**config.mk**
```make
export PLATFORM = sky130hd
export DESIGN_NAME = pe_array_sequencer_flat
export DESIGN_NICKNAME = d
export VERILOG_FILES = /design/src/rtl/pe_ctrl_pkg.sv /design/src/rtl/pe_array_sequencer_if.sv /design/src/rtl/beat_counter.sv /design/src/rtl/pe_array_sequencer.sv /design/src/flat_wrapper.sv
export SDC_FILE = /design/constraint.sdc
export NUM_CORES = 1
export LEC_CHECK = 0
export ABC_AREA = 1
export CORE_UTILIZATION = 53
export CTS_CLUSTER_SIZE = 16
export DETAILED_ROUTE_END_ITERATION = 10
export PLACE_DENSITY = 0.75
export RECOVER_POWER = 50
export SLEW_MARGIN = 15
export SYNTH_ARGS = -nofsm -noshare
export SYNTH_HDL_FRONTEND = slang
export SYNTH_SLANG_ARGS = --single-unit
```
**constraint.sdc**
```tcl
create_clock -name clk -period 3.24 [get_ports clk]
set_input_delay 0.972 -clock clk [delete_from_list [all_inputs] [get_ports clk]]
set_output_delay 0.972 -clock clk [all_outputs]
set_load 0.005 [all_outputs]
```
**src/rtl/pe_ctrl_pkg.sv**
```systemverilog
// Shared types and defaults for the PE array control path.
package pe_ctrl_pkg;

  typedef enum logic [2:0] {
    StIdle,
    StLoad,
    StStream,
    StDrain,
    StDone
  } seq_state_e;

  localparam int unsigned MacLatDefault = 3;

endpackage

```
**src/rtl/pe_array_sequencer_if.sv**
```systemverilog
// Job, weight/operand handshakes and PE-control outputs of the sequencer.
interface pe_array_sequencer_if #(
  parameter int unsigned inputBits = 8,
  parameter int unsigned CNT_W     = 16
) ();

  logic                 start;
  logic [CNT_W-1:0]     k_len;
  logic                 abort;
  logic                 w_valid;
  logic [inputBits-1:0] w_data;
  logic                 w_ready;
  logic                 act_valid;
  logic                 act_ready;
  logic                 e_enable;
  logic [inputBits-1:0] e_data;
  logic                 op_en;
  logic                 acc_clear;
  logic                 out_valid;
  logic                 busy;
  logic                 done;

  modport master (
    output start, k_len, abort, w_valid, w_data, act_valid,
    input  w_ready, act_ready, e_enable, e_data, op_en, acc_clear, out_valid, busy, done
  );

  modport slave (
    input  start, k_len, abort, w_valid, w_data, act_valid,
    output w_ready, act_ready, e_enable, e_data, op_en, acc_clear, out_valid, busy, done
  );

endinterface

```
**src/rtl/beat_counter.sv**
```systemverilog
// Up-counter with synchronous clear (priority over enable) and terminal-count flag.
module beat_counter #(
  parameter int unsigned Width = 16
) (
  input  logic             clk,
  input  logic             rst,
  input  logic             en,
  input  logic             clr,
  input  logic [Width-1:0] term,
  output logic [Width-1:0] count,
  output logic             tc
);

  logic [Width-1:0] count_q;

  always_ff @(posedge clk or negedge rst) begin
    if (!rst) begin
      count_q <= '0;
    end else if (clr) begin
      count_q <= '0;
    end else if (en) begin
      count_q <= count_q + Width'(1);
    end
  end

  assign count = count_q;
  assign tc    = (count_q == term);

endmodule

```
**src/rtl/pe_array_sequencer.sv**
```systemverilog
// Sequences one PE job: weight load into the e-chain, operand streaming, MAC drain, done.
module pe_array_sequencer
  import pe_ctrl_pkg::*;
#(
  parameter int unsigned inputBits = 8,
  parameter int unsigned ROWS      = 4,
  parameter int unsigned CNT_W     = 16,
  parameter int unsigned MAC_LAT   = MacLatDefault
) (
  input logic                  clk,
  input logic                  rst,
  pe_array_sequencer_if.slave  bus
);

  seq_state_e state_q, state_d;

  logic [CNT_W-1:0]     k_len_q;
  logic                 e_enable_q;
  logic [inputBits-1:0] e_data_q;
  logic                 op_en_q;
  logic                 acc_clear_q;

  logic             w_beat, a_beat, cnt_clr;
  logic             load_tc, k_tc, drain_tc;
  logic [CNT_W-1:0] load_count, k_count, drain_count;
  logic             unused_cnt;

  assign w_beat  = bus.w_valid & bus.w_ready;
  assign a_beat  = bus.act_valid & bus.act_ready;
  // Counters sit at zero whenever no job is in flight.
  assign cnt_clr = (state_q == StIdle) | bus.abort;

  beat_counter #(.Width(CNT_W)) u_load_cnt (
    .clk   (clk),
    .rst   (rst),
    .en    (w_beat),
    .clr   (cnt_clr),
    .term  (CNT_W'(ROWS - 1)),
    .count (load_count),
    .tc    (load_tc)
  );

  // Terminal value k_len-1 never requires the counter to pass all-ones, so no wrap.
  beat_counter #(.Width(CNT_W)) u_k_cnt (
    .clk   (clk),
    .rst   (rst),
    .en    (a_beat),
    .clr   (cnt_clr),
    .term  (k_len_q - CNT_W'(1)),
    .count (k_count),
    .tc    (k_tc)
  );

  beat_counter #(.Width(CNT_W)) u_drain_cnt (
    .clk   (clk),
    .rst   (rst),
    .en    (state_q == StDrain),
    .clr   (cnt_clr),
    .term  (CNT_W'(MAC_LAT)),
    .count (drain_count),
    .tc    (drain_tc)
  );

  assign unused_cnt = ^{load_count, drain_count};

  always_ff @(posedge clk or negedge rst) begin
    if (!rst) begin
      state_q <= StIdle;
    end else begin
      state_q <= state_d;
    end
  end

  always_comb begin
    state_d = state_q;
    case (state_q)
      StIdle:   if (bus.start) state_d = (bus.k_len != '0) ? StLoad : StDone;
      StLoad:   if (w_beat && load_tc) state_d = StStream;
      StStream: if (a_beat && k_tc) state_d = StDrain;
      StDrain:  if (drain_tc) state_d = StDone;
      StDone:   state_d = StIdle;
      default:  state_d = StIdle;
    endcase
    if (bus.abort) state_d = StIdle;
  end

  always_ff @(posedge clk or negedge rst) begin
    if (!rst) begin
      k_len_q     <= '0;
      e_enable_q  <= 1'b0;
      e_data_q    <= '0;
      op_en_q     <= 1'b0;
      acc_clear_q <= 1'b0;
    end else if (bus.abort) begin
      k_len_q     <= '0;
      e_enable_q  <= 1'b0;
      e_data_q    <= '0;
      op_en_q     <= 1'b0;
      acc_clear_q <= 1'b0;
    end else begin
      if (state_q == StIdle && bus.start && bus.k_len != '0) k_len_q <= bus.k_len;
      e_enable_q  <= w_beat;
      if (w_beat) e_data_q <= bus.w_data;
      op_en_q     <= a_beat;
      acc_clear_q <= a_beat && (k_count == '0);
    end
  end

  assign bus.w_ready   = (state_q == StLoad);
  assign bus.act_ready = (state_q == StStream);
  assign bus.e_enable  = e_enable_q;
  assign bus.e_data    = e_data_q;
  assign bus.op_en     = op_en_q;
  assign bus.acc_clear = acc_clear_q;
  assign bus.busy      = (state_q != StIdle);
  // An abort in the final DRAIN/DONE cycle still cancels the job's completion pulses.
  assign bus.out_valid = (state_q == StDrain) && drain_tc && !bus.abort;
  assign bus.done      = (state_q == StDone) && !bus.abort;

endmodule
```
**src/flat_wrapper.sv**
```systemverilog
// flat-port wrapper written by rule: the top's interface ports become plain ports
module pe_array_sequencer_flat import pe_ctrl_pkg::*;
#(
  parameter int unsigned inputBits = 8,
  parameter int unsigned ROWS      = 4,
  parameter int unsigned CNT_W     = 16,
  parameter int unsigned MAC_LAT   = MacLatDefault
)
  (clk, rst, bus_start, bus_k_len, bus_abort, bus_w_valid, bus_w_data, bus_act_valid, bus_w_ready, bus_act_ready, bus_e_enable, bus_e_data, bus_op_en, bus_acc_clear, bus_out_valid, bus_busy, bus_done);
  pe_array_sequencer_if #(.inputBits(inputBits), .CNT_W(CNT_W)) bus_i ();
  input logic clk;
  input logic rst;
  input wire logic [$bits(bus_i.start)-1:0] bus_start;
  input wire logic [$bits(bus_i.k_len)-1:0] bus_k_len;
  input wire logic [$bits(bus_i.abort)-1:0] bus_abort;
  input wire logic [$bits(bus_i.w_valid)-1:0] bus_w_valid;
  input wire logic [$bits(bus_i.w_data)-1:0] bus_w_data;
  input wire logic [$bits(bus_i.act_valid)-1:0] bus_act_valid;
  output wire logic [$bits(bus_i.w_ready)-1:0] bus_w_ready;
  output wire logic [$bits(bus_i.act_ready)-1:0] bus_act_ready;
  output wire logic [$bits(bus_i.e_enable)-1:0] bus_e_enable;
  output wire logic [$bits(bus_i.e_data)-1:0] bus_e_data;
  output wire logic [$bits(bus_i.op_en)-1:0] bus_op_en;
  output wire logic [$bits(bus_i.acc_clear)-1:0] bus_acc_clear;
  output wire logic [$bits(bus_i.out_valid)-1:0] bus_out_valid;
  output wire logic [$bits(bus_i.busy)-1:0] bus_busy;
  output wire logic [$bits(bus_i.done)-1:0] bus_done;
  assign bus_i.start = bus_start;
  assign bus_i.k_len = bus_k_len;
  assign bus_i.abort = bus_abort;
  assign bus_i.w_valid = bus_w_valid;
  assign bus_i.w_data = bus_w_data;
  assign bus_i.act_valid = bus_act_valid;
  assign bus_w_ready = bus_i.w_ready;
  assign bus_act_ready = bus_i.act_ready;
  assign bus_e_enable = bus_i.e_enable;
  assign bus_e_data = bus_i.e_data;
  assign bus_op_en = bus_i.op_en;
  assign bus_acc_clear = bus_i.acc_clear;
  assign bus_out_valid = bus_i.out_valid;
  assign bus_busy = bus_i.busy;
  assign bus_done = bus_i.done;
  pe_array_sequencer #(.inputBits(inputBits), .ROWS(ROWS), .CNT_W(CNT_W), .MAC_LAT(MAC_LAT)) u_core (.clk(clk), .rst(rst), .bus(bus_i));
endmodule
```
**Run 1: M3 wires**

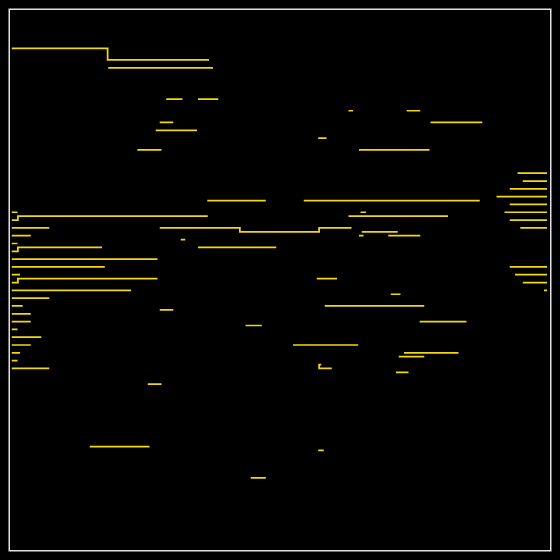
nets with wire on the layer	56
wire length on this layer	536 um
longest straight run	32.9 um
main direction	horizontal
WL final: 10700 um
Global Route met3 Usage: 0.0494
via count: 4139

**Run 1: routing congestion**

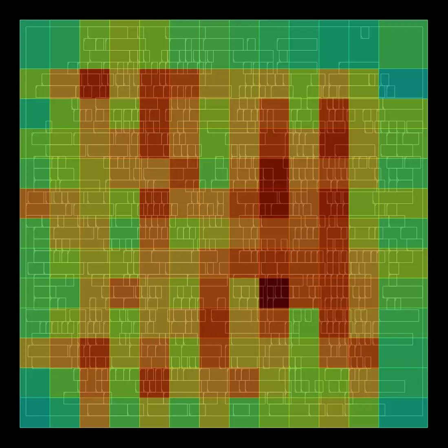
met1 GRT Util: 0.319
Top Usage Layer GRT: met2
Finished Core Util: 0.636
gr usage total: 0.265
average wire per cell in the routed design: 13.9 um

**Run 1: the metal 2 layer**

Scale bar: 20 um.
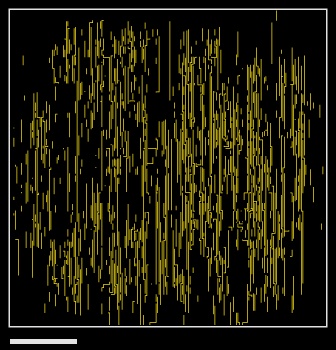
longest straight run	41.8 um
main direction	vertical
share of all routed wire	48%
nets with wire on the layer	573
wire length on this layer	5190 um
met2 usage: 0.467

==> impl_metrics.csv, run 1 <==
group,metric,value,unit
floorplan,fp.dieArea,8840,um^2
synthesis,synthMuxAreaShare,0,
layout,stdcell_count,769,
floorplan,die_h,94.0,um
pwr,comb-power,993,uW
global_routing,grt_max_degree,79,
run_status,failed_checks,"capacitance limit, slew limit",
layout,largest_class,"combinational gates",
worst_setup_path,crit_buf_inv,2,
worst_setup_path,crit_path_end,"bus_done",
pwr,p_leak,0.00253,uW
layout,fill_cells,711,
worst_setup_path,critPathRequiredTime,2270,ps
routing,dr.max_layer_used,"met4",
floorplan,io_pins,46,
timing,drv_slew,79,
layout,logic_gate_count,431,
pwr,internal_power,1770,uW
job,cap_violations,1,
routing,ant_nets,0,
run_status,status,"finished, violations left",
clocking,clock_path_buffers,2,
layout,nFlopsAndLatches,78,
synthesis,syn_area_per_cell,7.35,um^2
-- run 1: worst min-delay path, delay by kind of cell, from the launching register on --
family / cells / cell delay (ps)
DFF: 1 / 350
and+or+nand+nor: 2 / 140
-- run 1: cell usage in the layout (no fill, tap or decap), types with 2 or more instances in the layout --
cell / instances
a21oi_1: 25
nand2_2: 2
nand3_1: 49
a221oi_1: 3
nor3_4: 2
o21ai_0: 41
nor4_1: 12
nor3_2: 3
nor2_1: 72
nand2_1: 145
clkbuf_1: 2
nand3b_1: 6
nand4_1: 10
a211oi_1: 7
a31o_2: 2
nor2_2: 3
clkdlybuf4s50_1: 43
nand3_2: 3
inv_2: 4
o21a_1: 2
nor3_1: 17
clkinv_2: 4
ha_1: 5
buf_4: 3
xnor2_1: 3
dfrtp_1: 78
xor2_1: 9
clkbuf_8: 10
inv_1: 85
**Run 1: sequential cells grouped by signal name**

Scale bar: 20 um. Other sequential cells in the stronger grey, the rest of the logic in the fainter grey.
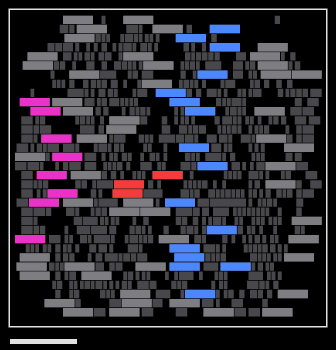

==> run 2: changes to the inputs <==
--- a/config.mk
+++ b/config.mk
@@ -8,2 +8,3 @@
 export ABC_AREA = 1
+export ABC_CLOCK_PERIOD_IN_PS = 3240
 export CORE_UTILIZATION = 53
==> constraint.sdc (replaced) <==
create_clock -name clk -period 3.24 [get_ports clk]
set_input_delay 0.486 -clock clk [delete_from_list [all_inputs] [get_ports clk]]
set_output_delay 0.486 -clock clk [all_outputs]
set_load 0.005 [all_outputs]
**Run 2: sequential cells grouped by signal name**

Scale bar: 20 um. Other sequential cells in the stronger grey, the rest of the logic in the fainter grey.
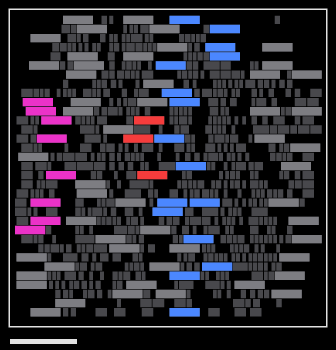
name in the netlist	colour	flops
u_core.state_q	red	3
u_core.bus.e_data	magenta	8
u_core.u_k_cnt.count	blue	16
not coloured	51
Flop area: 1950 um^2
Seq group: 1130 uW
register share of the cell area: 0.375
Finished Core Util: 0.634

**Run 2: logic cells by family**

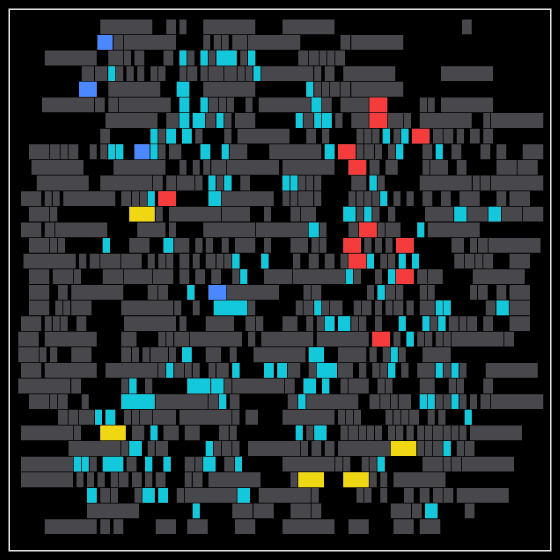
family	colour	cells
non-inverting ao/oa cells	blue	4
fa/ha/maj cells	yellow	5
xor and xnor cells	red	12
nor cells	cyan	112
combinational share of cell area: 0.411
dominant logic cell type in the layout: nand2_1

==> run 2 against run 1 <==
  * The run still ends with capacitance limit, slew limit left
  * First-iteration DRC count grew 18%
  * Non-clock buffer count shrank 1
  * Register-to-register slack got worse by 80 ps
  * Global-route usage fell by 0.051 points
  * Flip-flop count did not move
  * Core utilization fell by 0.24 points
  * Power down 2.8%
  * Combinational power fell by 0.7%
  * Cell area down 0.38%
  * Critical path depth rose by 4
  * Cell count unchanged
  * Critical path type is now flip-flop to flip-flop
  * Largest cell class unchanged
==> impl_metrics.csv, run 2 <==
group,metric,value,unit
run_status,status,"finished, violations left",
run_status,failed_checks,"capacitance limit, slew limit",
pwr,internal_power,1680,uW
pwr,comb-power,986,uW
floorplan,io_pins,46,
floorplan,die_h,94.0,um
routing,drt-total-wl,10800,um
layout,final_cell_mix,"nand2_1, inv_1, dfrtp_1",
global_routing,grt-busiest-layer,"met2",
synthesis,synthMuxAreaShare,0,
worst_setup_path,crit_path_end,"u_core.u_drain_cnt.count[8]$_DFFE_PN0P_",
pwr,p_leak,0.00252,uW
layout,nFlopsAndLatches,78,
layout,n_clock_buffer,10,
layout,fill_cells,741,
pwr,power.group.top,"sequential cells",
timing,hold_violations,0,
layout,logic_gate_count,431,
routing,dr.max_layer_used,"met4",
clocking,clock_path_buffers,2,
routing,wire_per_inst,14.0,um
global_routing,grt.met2_usage,0.451,
routing,via_count,4109,
global_routing,use_met1,0.304,
timing,drv_slew,79,
global_routing,grtUsageMet3,0.0663,
global_routing,track_usage,0.264,
job,cap_violations,1,
worst_setup_path,reg2regPathDepth,7,
routing,ant_nets,0,
global_routing,grt_max_degree,79,
synthesis,largest_area_cell,"dfrtp_1",
floorplan,fp.dieArea,8840,um^2
run 2: netlist changes by cell type in the layout (fill, tap and decap cells not counted), sizes merged:
| cell | delta |
|---|---|
| bufinv | -1 |
| clkdlybuf4s50 | -3 |
| dlygate4sd2 | -1 |
| clkinv | -1 |
| clkbuf | -1 |
| dlygate4sd3 | +4 |
| clkinvlp | +3 |
run 2: worst max-delay path, delay by kind of cell, from the launching register on:
family          cells  cell delay [ps]
flops               1              530
compound gates      2              540
buf+inv             2             1040
simple gates        3              360
run 2: through the flow:
stage / setup WS, ps / utilization / power (uW) / std cells
floorplan: 1400 / - / 1800 / 611
global placement: 720 / 0.614 / 2120 / 753
detailed placement: 710 / 0.614 / 2130 / 753
CTS: 683 / 0.635 / 2790 / 769
global route: 404 / 0.634 / 2960 / 769
finish: 678 / 0.634 / 2770 / 769
No activity file was given, so power comes from the tool's default toggle rates.
